Design eth_rxbank_ctrl_flat, sky130hd; sources not shown.
==> images/m1.png <==
Supply wires on this layer in gray.
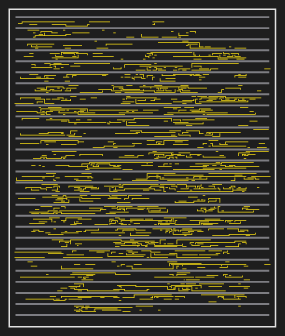
wire length on this layer = 2480 um
share of all routed wire = 41%
nets with wire on the layer = 341
number of vias in the routed layout: 2303
met1 Usage GRT: 32.9%
sum of routed wire length over all layers: 6040 um

==> images/closeup.png <==
Scale bar: 10 um. Region (18, 24) to (48, 54) um. Cells in gray, sequential cells in the stronger gray; small squares are vias.
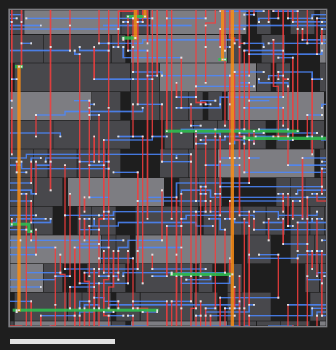
M2 -> red
M4 -> orange
M3 -> green
M1 -> blue
most frequent = nand2_1 (27), nand4_1 (12), buf_4 (12)
cells with their middle in the window = 84
sequential cells in the window = 10

==> images/clock_nets.png <==
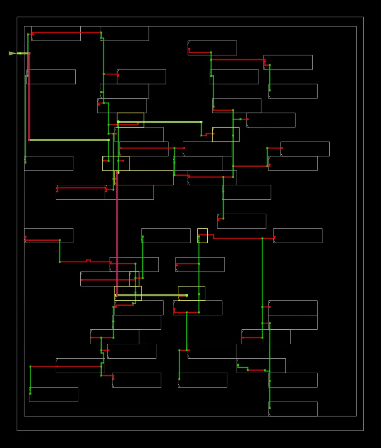
number of buffers inserted during clock tree synthesis: 5
layout sequential cell count: 46
clock insertion delay at the later pin of the skew report: 0.29 ns
clk pwr: 0.000588 W
count of clock buffers in the final design: 5

==> images/layers.png <==
Only two layers are drawn.
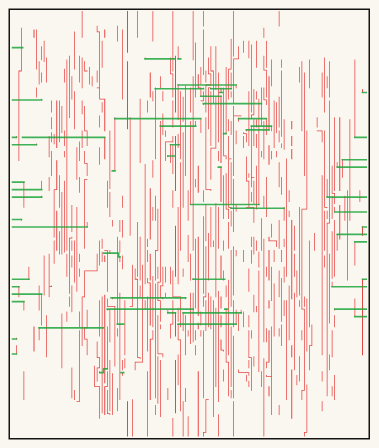
M3 -> green  # wire length 296 um
M2 -> red  # wire length 3120 um
GRT Util Overall: 25.8%
Avg WL per Cell: 14.0 um

==> images/m4.png <==
Supply wires on this layer in gray.
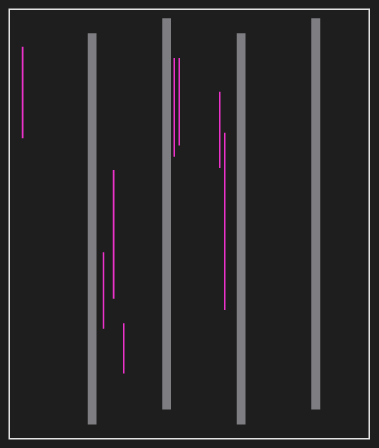
longest straight run = 32.0 um
wire length on this layer = 141 um
nets with wire on the layer = 8
main direction = vertical

==> flow_summary.html <==
<p>Metrics extracted from the flow reports.</p>
<table>
<tr><th>Metric</th><th>Value</th></tr>
<tr><th colspan="2">Setup path</th></tr>
<tr><td>Slowest Stage Delay on Critical Path</td><td>between 0.5 and 0.6 ns</td></tr>
<tr><td>CP Cell Sequence</td><td>clkdlybuf4s50_1 -&gt; nor2_1 -&gt; nand3_1 -&gt; nor2_2 -&gt; nor3_4 -&gt; nand2_4 -&gt; nand2_8 -&gt; nand2_1 -&gt; ha_1 -&gt; a21oi_1 -&gt; o21ai_0 -&gt; xnor2_1</td></tr>
<tr><td>Critical Path Source Type</td><td>input pin</td></tr>
<tr><td>Worst R2R Setup Slack</td><td>0.50 ns</td></tr>
<tr><td>Arrival time of data at the critical path endpoint</td><td>between 2 and 2.5 ns</td></tr>
<tr><td>Element type at the critical path end</td><td>register</td></tr>
<tr><td>Depth of the worst register-to-register path</td><td>7</td></tr>
<tr><td>Required @ worst endpoint</td><td>about 2.5 ns</td></tr>
<tr><td>Total buffers and inverters traversed by the critical path</td><td>1</td></tr>
<tr><td>Top delay family on crit path</td><td>simple AND/OR/NAND/NOR gates</td></tr>
<tr><td>Maximum fanout count along the critical path</td><td>3</td></tr>
<tr><td>Number of logic stages on the critical path including buffering</td><td>12</td></tr>
<tr><td>Setup CP Type</td><td>input pin to register</td></tr>
<tr><td>Slowest cell on the critical path</td><td>clkdlybuf4s50_1</td></tr>
<tr><th colspan="2">Route</th></tr>
<tr><td>DR pass1 iterations</td><td>5</td></tr>
<tr><td>Number of remaining DRC errors</td><td>0</td></tr>
<tr><td>Avg Vias per Cell</td><td>~5.4</td></tr>
<tr><td>Detailed router's first-iteration violation count</td><td>about 170</td></tr>
<tr><td>Antenna viol nets, final</td><td>0</td></tr>
<tr><th colspan="2">Yosys</th></tr>
<tr><td>Post-synthesis share of cell area spent on and, or, nand and nor gates</td><td>about a third</td></tr>
<tr><td>Area fraction in compound gates</td><td>4.66%</td></tr>
<tr><td>Xor/xnor share of the synthesized area</td><td>2.81%</td></tr>
<tr><td>Number of enable-type register cells in the synthesized netlist</td><td>0</td></tr>
<tr><td>Number of different library cells in the post-synthesis netlist</td><td>33</td></tr>
<tr><td>Synth top area cells</td><td>dfrtp_1 (46%), nand2_1 (19%), nand4_1 (7.8%)</td></tr>
<tr><td>Cell taking the most area after synthesis</td><td>dfrtp_1</td></tr>
<tr><td>Register bit total from synthesis</td><td>~46</td></tr>
<tr><td>FFs w/ async S/R, synth</td><td>100%</td></tr>
<tr><td>Post-synth area from yosys stat</td><td>~2500 um^2</td></tr>
<tr><td>Number of instances in the synthesized netlist</td><td>between 300 and 400</td></tr>
<tr><td>Prevailing logic family in the synthesized netlist</td><td>simple AND/OR/NAND/NOR gates</td></tr>
<tr><td>Top flip-flop cell by instance count after synthesis</td><td>dfrtp_1</td></tr>
<tr><td>Post-synthesis cell area</td><td>about 2500 um^2</td></tr>
<tr><td>Fraction of the yosys area taken by sequential cells</td><td>a little under half</td></tr>
<tr><td>MUX share of area</td><td>less than 1%</td></tr>
<tr><td>Post-synthesis share of cell area spent on full adders, half adders and majority gates</td><td>between 3 and 4%</td></tr>
<tr><td>Total cells reported by yosys after synthesis</td><td>308</td></tr>
<tr><td>Average cell area after synthesis</td><td>slightly above 8 um^2</td></tr>
<tr><td>Most numerous cell in the Yosys netlist</td><td>nand2_1</td></tr>
<tr><td>Floorplan Nets</td><td>about 330</td></tr>
<tr><td>Top cell type's share of synthesized area</td><td>between 40% and 50%</td></tr>
<tr><td>Number of synthesis warnings</td><td>0</td></tr>
<tr><td>Cell types with the highest counts after synthesis</td><td>nand2_1 (129), dfrtp_1 (46), nand4_1 (31)</td></tr>
<tr><th colspan="2">Cells and area</th></tr>
<tr><td>Area growth from synthesis to layout</td><td>38.5%</td></tr>
<tr><td>Final net count</td><td>between 300 and 400</td></tr>
<tr><td>Max FFs per register</td><td>22</td></tr>
<tr><td>Final instance area</td><td>~3500 um^2</td></tr>
<tr><td>Number of antenna diodes</td><td>0</td></tr>
<tr><td>Layout cells sized above 1</td><td>18.0%</td></tr>
<tr><td>Number of standard cells in the final layout excluding fillers</td><td>~430</td></tr>
<tr><th colspan="2">Placement</th></tr>
<tr><td>Half-perimeter wire length after placement</td><td>roughly 4200 um</td></tr>
<tr><td>Standard cell area after detailed placement</td><td>3310 um^2</td></tr>
<tr><td>Pre-CTS WS</td><td>-0.278 ns</td></tr>
<tr><td>Placed cell count</td><td>about 420</td></tr>
<tr><td>Final weighted congestion of routability-driven global placement</td><td>between 0.7 and 0.8</td></tr>
<tr><td>Number of I/O port buffers</td><td>48</td></tr>
<tr><th colspan="2">CTS</th></tr>
<tr><td>Number of post-CTS setup repair buffers</td><td>0</td></tr>
<tr><td>Clock net sink count</td><td>46</td></tr>
<tr><td>Maximum clock path buffer count</td><td>2</td></tr>
<tr><td>Post-CTS Hold Fix Bufs</td><td>0</td></tr>
<tr><td>Clock root buffer</td><td>clkbuf_8</td></tr>
<tr><td>H-Tree Level Count</td><td>2</td></tr>
<tr><td>Clock-pin slew reported for the worst setup and hold paths after clock tree synthesis</td><td>0.08 ns</td></tr>
<tr><td>TritonCTS clock tree</td><td>yes</td></tr>
<tr><th colspan="2">Final timing</th></tr>
<tr><td>Least-Margin Pin Slew</td><td>between 0.5 and 0.6 ns</td></tr>
<tr><td>Time the worst path needs with I/O delays and setup</td><td>roughly 2.2 ns</td></tr>
<tr><td>Clock Skews</td><td>~0.0056 ns</td></tr>
<tr><td>Unrepaired setup endpoints after global routing</td><td>false</td></tr>
<tr><td>Tcrit/Tclk final</td><td>between 90 and 100%</td></tr>
<tr><td>Final WS setup</td><td>approximately 0.12 ns</td></tr>
<tr><td>Hold violation count in the final report</td><td>0</td></tr>
<tr><td>Final TNS setup</td><td>0 ns</td></tr>
<tr><td>Final number of setup-violating endpoints</td><td>0</td></tr>
<tr><td>Worst slew margin relative to its limit</td><td>roughly three fifths</td></tr>
<tr><td>Max Fclk</td><td>between 400 and 500 MHz</td></tr>
<tr><td>Final max-slew violation count</td><td>0</td></tr>
<tr><th colspan="2">Floorplanning</th></tr>
<tr><td>Core area</td><td>~4600 um^2</td></tr>
<tr><td>Core Density at Floorplan</td><td>a little over half</td></tr>
<tr><td>Overall chip area</td><td>between 5000 and 6000 um^2</td></tr>
<tr><td>Width of the die</td><td>~65 um</td></tr>
<tr><td>Die H</td><td>approximately 80 um</td></tr>
<tr><td># rows</td><td>27</td></tr>
<tr><td>I/O pin count</td><td>between 40 and 50</td></tr>
<tr><th colspan="2">GRT</th></tr>
<tr><td>First-pass GRT wire length</td><td>~10000 um</td></tr>
<tr><td>Antenna violations before repair</td><td>0</td></tr>
<tr><td>Global route total overflow</td><td>0</td></tr>
<tr><td>Number of global-route vias before repair</td><td>around 2300</td></tr>
<tr><td>Maximum number of pins on one net before global-route repair</td><td>47</td></tr>
<tr><th colspan="2">Power</th></tr>
<tr><td>Seq pwr share</td><td>25.9%</td></tr>
<tr><td>Sum of internal, switching and leakage power</td><td>0.00530 W</td></tr>
<tr><td>Largest vdd supply drop</td><td>0.902 mV</td></tr>
<tr><td>Cell-internal power</td><td>0.00279 W</td></tr>
<tr><td>NetSw</td><td>0.00251 W</td></tr>
<tr><td>Combinational group share of total power</td><td>around 63%</td></tr>
<tr><td>Net switching fraction of the power</td><td>about 47%</td></tr>
<tr><td>Clock network fraction of design power</td><td>about 11%</td></tr>
<tr><td>PwrDens</td><td>about 1500 nW/um^2</td></tr>
<tr><td>Static leakage power</td><td>around 1.8 nW</td></tr>
<tr><th colspan="2">Run</th></tr>
<tr><td>Count of tool warnings</td><td>30</td></tr>
<tr><td>Number of max-cap violations</td><td>0</td></tr>
<tr><th colspan="2">Min path</th></tr>
<tr><td>Worst hold stages</td><td>2</td></tr>
<tr><td>Hold WC Path Type</td><td>register to register</td></tr>
<tr><th colspan="2">Outcome</th></tr>
<tr><td>Status</td><td>finished clean</td></tr>
</table>
==> per-stage QoR <==
stage,hold WS (ns),utilization (%)
floorplan,0.442,-
global placement,0.454,72.0
detailed placement,0.458,72.0
CTS,0.479,74.4
global route,0.501,75.3
finish,0.476,75.3
==> timing repair <==
item / in CTS / in global routing
resized: 0 / 15
hold endpoints to repair: 0 / 0
endpoints found under the setup margin: 0 / 5
==> metal layers <==
metal	track usage, %	share of wire (%)	vias to the layer above	wire, um
li1	-	-	1126	-
met1	32.9	41	1076	2480
met2	42.7	52	84	3120
met3	3.97	4.9	17	295
met4	11.3	2.3	0	140
met5	0	0	-	0
==> area by class of cell <==
class / count / area (um^2)
fill: 350 / 1140
timing repair buffer: 72 / 861
multi-input combinational: 224 / 1180
clock inverter: 3 / 40.0
clock buffer: 5 / 68.8
sequential: 46 / 1150
tap: 58 / 72.6
inverter: 22 / 86.3
==> power groups by stage <==
stage               Combinational (W)  Clock [W]  Sequential (W)
floorplan                     0.00177          0         0.00157
global placement              0.00328          0         0.00136
detailed placement            0.00335          0         0.00138
CTS                           0.00336   0.000599         0.00136
global route                  0.00357   0.000632         0.00141
finish                        0.00334   0.000588         0.00137
==> kinds of logic after synthesis <==
group                      Yosys count
and+or+nand+nor                    188
DFF                                 46
buffers and inverters               38
AOI/OAI and AO/OA                   20
xor gates and xnor gates             8
adders and majority gates            7
muxes                                1
==> cell usage in the layout, fill, tap and decap left out, types with 2 or more instances in the layout <==
master / instances
xor2_1: 3
buf_4: 25
nand4_1: 31
clkdlybuf4s50_1: 20
buf_12: 18
dfrtp_1: 46
dlymetal6s2s_1: 9
clkinv_2: 2
nor2_2: 3
nor3_1: 3
o21ai_0: 6
nor2_1: 8
inv_1: 18
a21oi_1: 4
nand3_4: 3
ha_1: 7
clkbuf_8: 5
xnor2_1: 5
o21ai_1: 7
nand3_1: 4
clkinv_1: 2
nand2_2: 2
nand2_1: 128
==> worst register-to-register path: stages, from the launching register on <==
cell	delay, ns
dfrtp_1	0.47
nor3_1	0.34
inv_1	0.09
o21ai_0	0.13
ha_1	0.30
a21oi_1	0.11
o21ai_0	0.11
xnor2_1	0.14
Power is estimated from default activity; no workload was simulated.
